--- src/rtl/fifo_ptr_ctrl_if.sv ---
// fifo_ptr_ctrl_if: control/status bundle between fifo_ns and fifo_ptr_ctrl.
//   next_state  state code proposed by fifo_ns
//   state       registered state fed back to fifo_ns
//   data_count  entries held, 0..DEPTH
//   we/wr_addr  register-file write strobe and address
//   re/rd_addr  register-file read strobe and address
//   full/empty  occupancy flags
//   wr_ack/wr_err/rd_ack/rd_err  result of the previous edge's operation
// Modports: master = fifo_ns side (drives next_state), slave = fifo_ptr_ctrl.
interface fifo_ptr_ctrl_if #(
    parameter int unsigned DEPTH = 8,
    parameter int unsigned AW    = $clog2(DEPTH),
    parameter int unsigned CW    = $clog2(DEPTH) + 1
);
    logic [2:0]    next_state;
    logic [2:0]    state;
    logic [CW-1:0] data_count;
    logic          we;
    logic [AW-1:0] wr_addr;
    logic          re;
    logic [AW-1:0] rd_addr;
    logic          full;
    logic          empty;
    logic          wr_ack;
    logic          wr_err;
    logic          rd_ack;
    logic          rd_err;

    modport master (
        output next_state,
        input  state, data_count, we, wr_addr, re, rd_addr,
        input  full, empty, wr_ack, wr_err, rd_ack, rd_err
    );

    modport slave (
        input  next_state,
        output state, data_count, we, wr_addr, re, rd_addr,
        output full, empty, wr_ack, wr_err, rd_ack, rd_err
    );
endinterface

--- src/rtl/fifo_ptr_ctrl.sv ---
// fifo_ptr_ctrl: state register and pointer/count control for the FIFO.
// Registers next_state from fifo_ns, keeps head/tail/data_count, drives the
// register-file strobes and addresses, and produces full/empty/ack/err flags.
// Ports:
//   clk    rising-edge clock
//   reset  synchronous, active-high reset
//   bus    fifo_ptr_ctrl_if.slave (next_state in; everything else out)
// Build option: define FIFO_ERR_STICKY_EN to hold wr_err/rd_err high until
// the next matching ack edge (or reset) instead of pulsing for one cycle.
module fifo_ptr_ctrl #(
    parameter int unsigned DEPTH = 8,
    parameter int unsigned AW    = $clog2(DEPTH),
    parameter int unsigned CW    = $clog2(DEPTH) + 1
) (
    input  logic           clk,
    input  logic           reset,
    fifo_ptr_ctrl_if.slave bus
);

    typedef enum logic [2:0] {
        StInit   = 3'b000,
        StWrite  = 3'b001,
        StRead   = 3'b010,
        StWrErr  = 3'b101,
        StRdErr  = 3'b110,
        StNoOp   = 3'b111
    } state_e;

    state_e        state_q, state_d;
    logic [AW-1:0] head_q, tail_q;
    logic [CW-1:0] count_q;
    logic          wr_ack_q, wr_err_q, rd_ack_q, rd_err_q;

    logic is_full, is_empty;
    logic do_write, do_read;
    logic wr_refuse, rd_refuse;

    assign is_full  = (count_q == CW'(DEPTH));
    assign is_empty = (count_q == '0);

    always_comb begin
        do_write  = 1'b0;
        do_read   = 1'b0;
        wr_refuse = 1'b0;
        rd_refuse = 1'b0;
        state_d   = StNoOp;
        unique case (bus.next_state)
            3'b000: state_d = StInit;
            3'b001: begin
                state_d   = StWrite;
                do_write  = !is_full;
                wr_refuse = is_full;
            end
            3'b010: begin
                state_d   = StRead;
                do_read   = !is_empty;
                rd_refuse = is_empty;
            end
            3'b101: begin
                state_d   = StWrErr;
                wr_refuse = 1'b1;
            end
            3'b110: begin
                state_d   = StRdErr;
                rd_refuse = 1'b1;
            end
            // 3'b111 and the illegal codes 3'b011/3'b100 all land on NO_OP.
            default: state_d = StNoOp;
        endcase
    end

    always_ff @(posedge clk) begin
        if (reset) begin
            state_q  <= StInit;
            head_q   <= '0;
            tail_q   <= '0;
            count_q  <= '0;
            wr_ack_q <= 1'b0;
            wr_err_q <= 1'b0;
            rd_ack_q <= 1'b0;
            rd_err_q <= 1'b0;
        end else begin
            state_q <= state_d;
            // Pointers wrap naturally because DEPTH is a power of two.
            if (do_write) begin
                tail_q  <= tail_q + AW'(1);
                count_q <= count_q + CW'(1);
            end else if (do_read) begin
                head_q  <= head_q + AW'(1);
                count_q <= count_q - CW'(1);
            end
            wr_ack_q <= do_write;
            rd_ack_q <= do_read;
`ifdef FIFO_ERR_STICKY_EN
            wr_err_q <= wr_refuse | (wr_err_q & ~do_write);
            rd_err_q <= rd_refuse | (rd_err_q & ~do_read);
`else
            wr_err_q <= wr_refuse;
            rd_err_q <= rd_refuse;
`endif
        end
    end

    assign bus.state      = state_q;
    assign bus.data_count = count_q;
    assign bus.we         = do_write;
    assign bus.wr_addr    = tail_q;
    assign bus.re         = do_read;
    assign bus.rd_addr    = head_q;
    assign bus.full       = is_full;
    assign bus.empty      = is_empty;
    assign bus.wr_ack     = wr_ack_q;
    assign bus.wr_err     = wr_err_q;
    assign bus.rd_ack     = rd_ack_q;
    assign bus.rd_err     = rd_err_q;

endmodule

--- src/flat_wrapper.sv ---
// flat-port wrapper written by rule: the top's interface ports become plain ports
module fifo_ptr_ctrl_flat 
#(
    parameter int unsigned DEPTH = 8,
    parameter int unsigned AW    = $clog2(DEPTH),
    parameter int unsigned CW    = $clog2(DEPTH) + 1
)
  (clk, reset, bus_next_state, bus_state, bus_data_count, bus_we, bus_wr_addr, bus_re, bus_rd_addr, bus_full, bus_empty, bus_wr_ack, bus_wr_err, bus_rd_ack, bus_rd_err);
  fifo_ptr_ctrl_if #(.DEPTH(DEPTH), .AW(AW), .CW(CW)) bus_i ();
  input  logic clk;
  input  logic reset;
  input wire logic [$bits(bus_i.next_state)-1:0] bus_next_state;
  output wire logic [$bits(bus_i.state)-1:0] bus_state;
  output wire logic [$bits(bus_i.data_count)-1:0] bus_data_count;
  output wire logic [$bits(bus_i.we)-1:0] bus_we;
  output wire logic [$bits(bus_i.wr_addr)-1:0] bus_wr_addr;
  output wire logic [$bits(bus_i.re)-1:0] bus_re;
  output wire logic [$bits(bus_i.rd_addr)-1:0] bus_rd_addr;
  output wire logic [$bits(bus_i.full)-1:0] bus_full;
  output wire logic [$bits(bus_i.empty)-1:0] bus_empty;
  output wire logic [$bits(bus_i.wr_ack)-1:0] bus_wr_ack;
  output wire logic [$bits(bus_i.wr_err)-1:0] bus_wr_err;
  output wire logic [$bits(bus_i.rd_ack)-1:0] bus_rd_ack;
  output wire logic [$bits(bus_i.rd_err)-1:0] bus_rd_err;
  assign bus_i.next_state = bus_next_state;
  assign bus_state = bus_i.state;
  assign bus_data_count = bus_i.data_count;
  assign bus_we = bus_i.we;
  assign bus_wr_addr = bus_i.wr_addr;
  assign bus_re = bus_i.re;
  assign bus_rd_addr = bus_i.rd_addr;
  assign bus_full = bus_i.full;
  assign bus_empty = bus_i.empty;
  assign bus_wr_ack = bus_i.wr_ack;
  assign bus_wr_err = bus_i.wr_err;
  assign bus_rd_ack = bus_i.rd_ack;
  assign bus_rd_err = bus_i.rd_err;
  fifo_ptr_ctrl #(.DEPTH(DEPTH), .AW(AW), .CW(CW)) u_core (.clk(clk), .reset(reset), .bus(bus_i));
endmodule
--- config.mk ---
export PLATFORM = sky130hd
export DESIGN_NAME = fifo_ptr_ctrl_flat
export DESIGN_NICKNAME = d
export VERILOG_FILES = /design/src/rtl/fifo_ptr_ctrl_if.sv /design/src/rtl/fifo_ptr_ctrl.sv /design/src/flat_wrapper.sv
export SDC_FILE = /design/constraint.sdc
export NUM_CORES = 1
export LEC_CHECK = 0
export ABC_AREA = 1
export CAP_MARGIN = 20
export CORE_MARGIN = 3
export CORE_UTILIZATION = 45
export CTS_BUF_LIST = sky130_fd_sc_hd__clkbuf_4 sky130_fd_sc_hd__clkbuf_8
export DETAILED_ROUTE_END_ITERATION = 7
export GPL_TIMING_DRIVEN = 0
export PLACE_DENSITY = 0.82
export SYNTH_ARGS = -nofsm -noshare
export SYNTH_HDL_FRONTEND = slang
export SYNTH_SLANG_ARGS = --single-unit
--- constraint.sdc ---
create_clock -name clk -period 5.2 [get_ports clk]
set_clock_uncertainty 0.2 [all_clocks]
set_input_delay 0.78 -clock clk [delete_from_list [all_inputs] [get_ports clk]]
set_output_delay 0.78 -clock clk [all_outputs]
set_load 0.005 [all_outputs]
Congestion heat map:
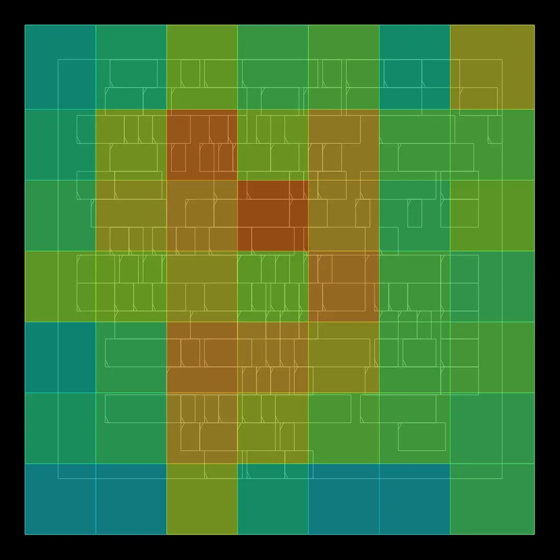
fin util: 65.60%
total track usage: 14.50%
M2 GR Usage: 22.69%
DR WL/cell: 10.56 µm
busiest grt layer: met2

Signal wires by layer:
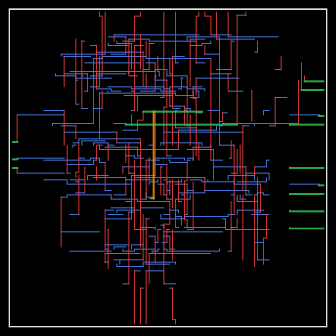
met3 -> green  # wire length 63.2 µm
met2 -> red  # wire length 730 µm
met4 -> orange  # wire length 13.6 µm
met1 -> blue  # wire length 778 µm

Gate-type map:
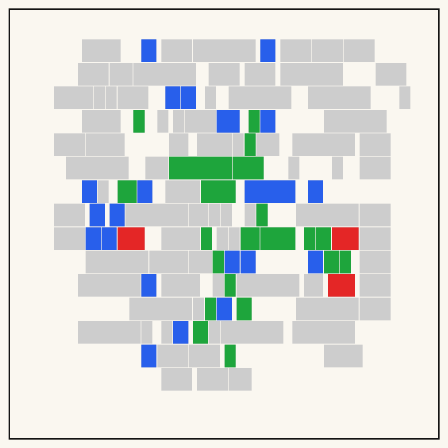
inverting AOI/OAI gates -> blue  # cells 21
NAND gates -> green  # cells 21, where center
XOR/XNOR gates -> red  # cells 3

==> flow_summary.toml <==
# yosys + openroad results
[critical_path]
crit_family = "buffers and inverters"
path_max_fanout = 12
crit_required_ns = 4.22
crit_path_end = "bus_we"
startpoint = "bus_next_state[1]"
crit_cells = 8
slowest_delay_ns = 0.51
ff2ff_path_depth = 9
worst-path-buf-inv = 5
start_kind = "input pin"
end_kind = "primary output"
r2r_start = "u_core.bus.data_count[0]"

[cts]
htreeDepth = 1
postCtsSetupRepairBufs = 0
cts_tree = "done"
cts-root-buf = "clkbuf_4"
cts.sinks = 17
cts_buffer_depth = 2
cts-resized-gates = 0
clkTransAtPathRegs_ns = 0.09
cts_made_buffers = 3

[yosys]
ys_sh_adder_pct = 14.04
top_area_share_pct = 39.77
ys_sh_aoi_pct = 14.77
edf_count = 0
xor_area_share_pct = 3.070
ys_sh_simple_pct = 23.10
ys_warn_count = 0
ys_cells = 97
avgSynthCellArea_um2 = 8.823
common_cells = "dfxtp_1, nand2_1, a21oi_1"
numSynthFlops = 17
synthCells = 97
logic_family = "simple AND/OR/NAND/NOR gates"
synth_top_cell_by_count = "dfxtp_1"
area_leaders = "dfxtp_1, ha_1, a21oi_1"
synth_chip_area_um2 = 855.8

[detailed_routing]
met2WireLength_um = 729
vias_per_cell = 4.700
wl_um = 1584
drtIter0Drc = 10
first_pass_iters = 4
wl_met3_um = 63
dr_total_vias = 705
postRouteAntennaNets = 0
wl_met1_um = 777
top_layer_used = "met4"

[floorplanning]
core_util_floorplan_pct = 48.51
core_area_mm2 = 0.001764
nWellTaps = 25
die_area_mm2 = 0.002461
die-height_um = 49.61

[cells_and_area]
buffers = 25
comb_area_um2 = 470.5
nClkBuffers = 4
layout_top_cells = "clkdlybuf4s50_1, dfxtp_1, nand2_1"
comb_cells = 68
fin_area_mm2 = 0.001157
drive_gt1_share_pct = 14.40
n_antenna_cell = 0
sh_seq_area_pct = 29.41
nFillCells = 159
sh_comb_area_pct = 40.65
largest_reg_flops = 4

[place]
dpl_worst_slack_ns = 1.743
place_congestion = 0.7734
dpl.cell_count = 146
placed_area_mm2 = 0.001127
hpwl_um = 1264
io_buffers = 24

[grt]
grt-ovfl-total = 0
grt_pass1_wl_um = 2780
grt_max_degree = 13
use_met1_pct = 18.50
grt_pass1_vias = 683
antenna_found_initial = 0

[sta]
fmax_mhz = 288.6
drv_slew = 0
finalHoldViolCount = 0
setup-tns-final_ns = 0
tightest_slew_ns = 0.4579
setup-violations-final = 0
fin_ws_ns = 1.734
fin_hold_ws_ns = 0.2739
slew_headroom_pct = 69.48

[power_and_ir_drop]
max-vdd-ir-drop_v = 0.0001896
p_comb_w = 0.000101
seqPwrFrac_pct = 46.2
switchingPower_w = 0.00009907
power_density_mw_per_mm2 = 281.1
p_leak_nw = 0.5005
p_int_w = 0.0002262
p_comb_share_pct = 31.0
pwr-share-clk_pct = 22.7

[hold_path]
holdPathEnd = "u_core.bus.wr_addr[2]"
min_path_cells = 2
hp-start = "u_core.bus.wr_addr[2]"

[flow_run]
drv_cap = 0

[run_status]
outcome = "completed"
Power and IR drop assume default switching activity.
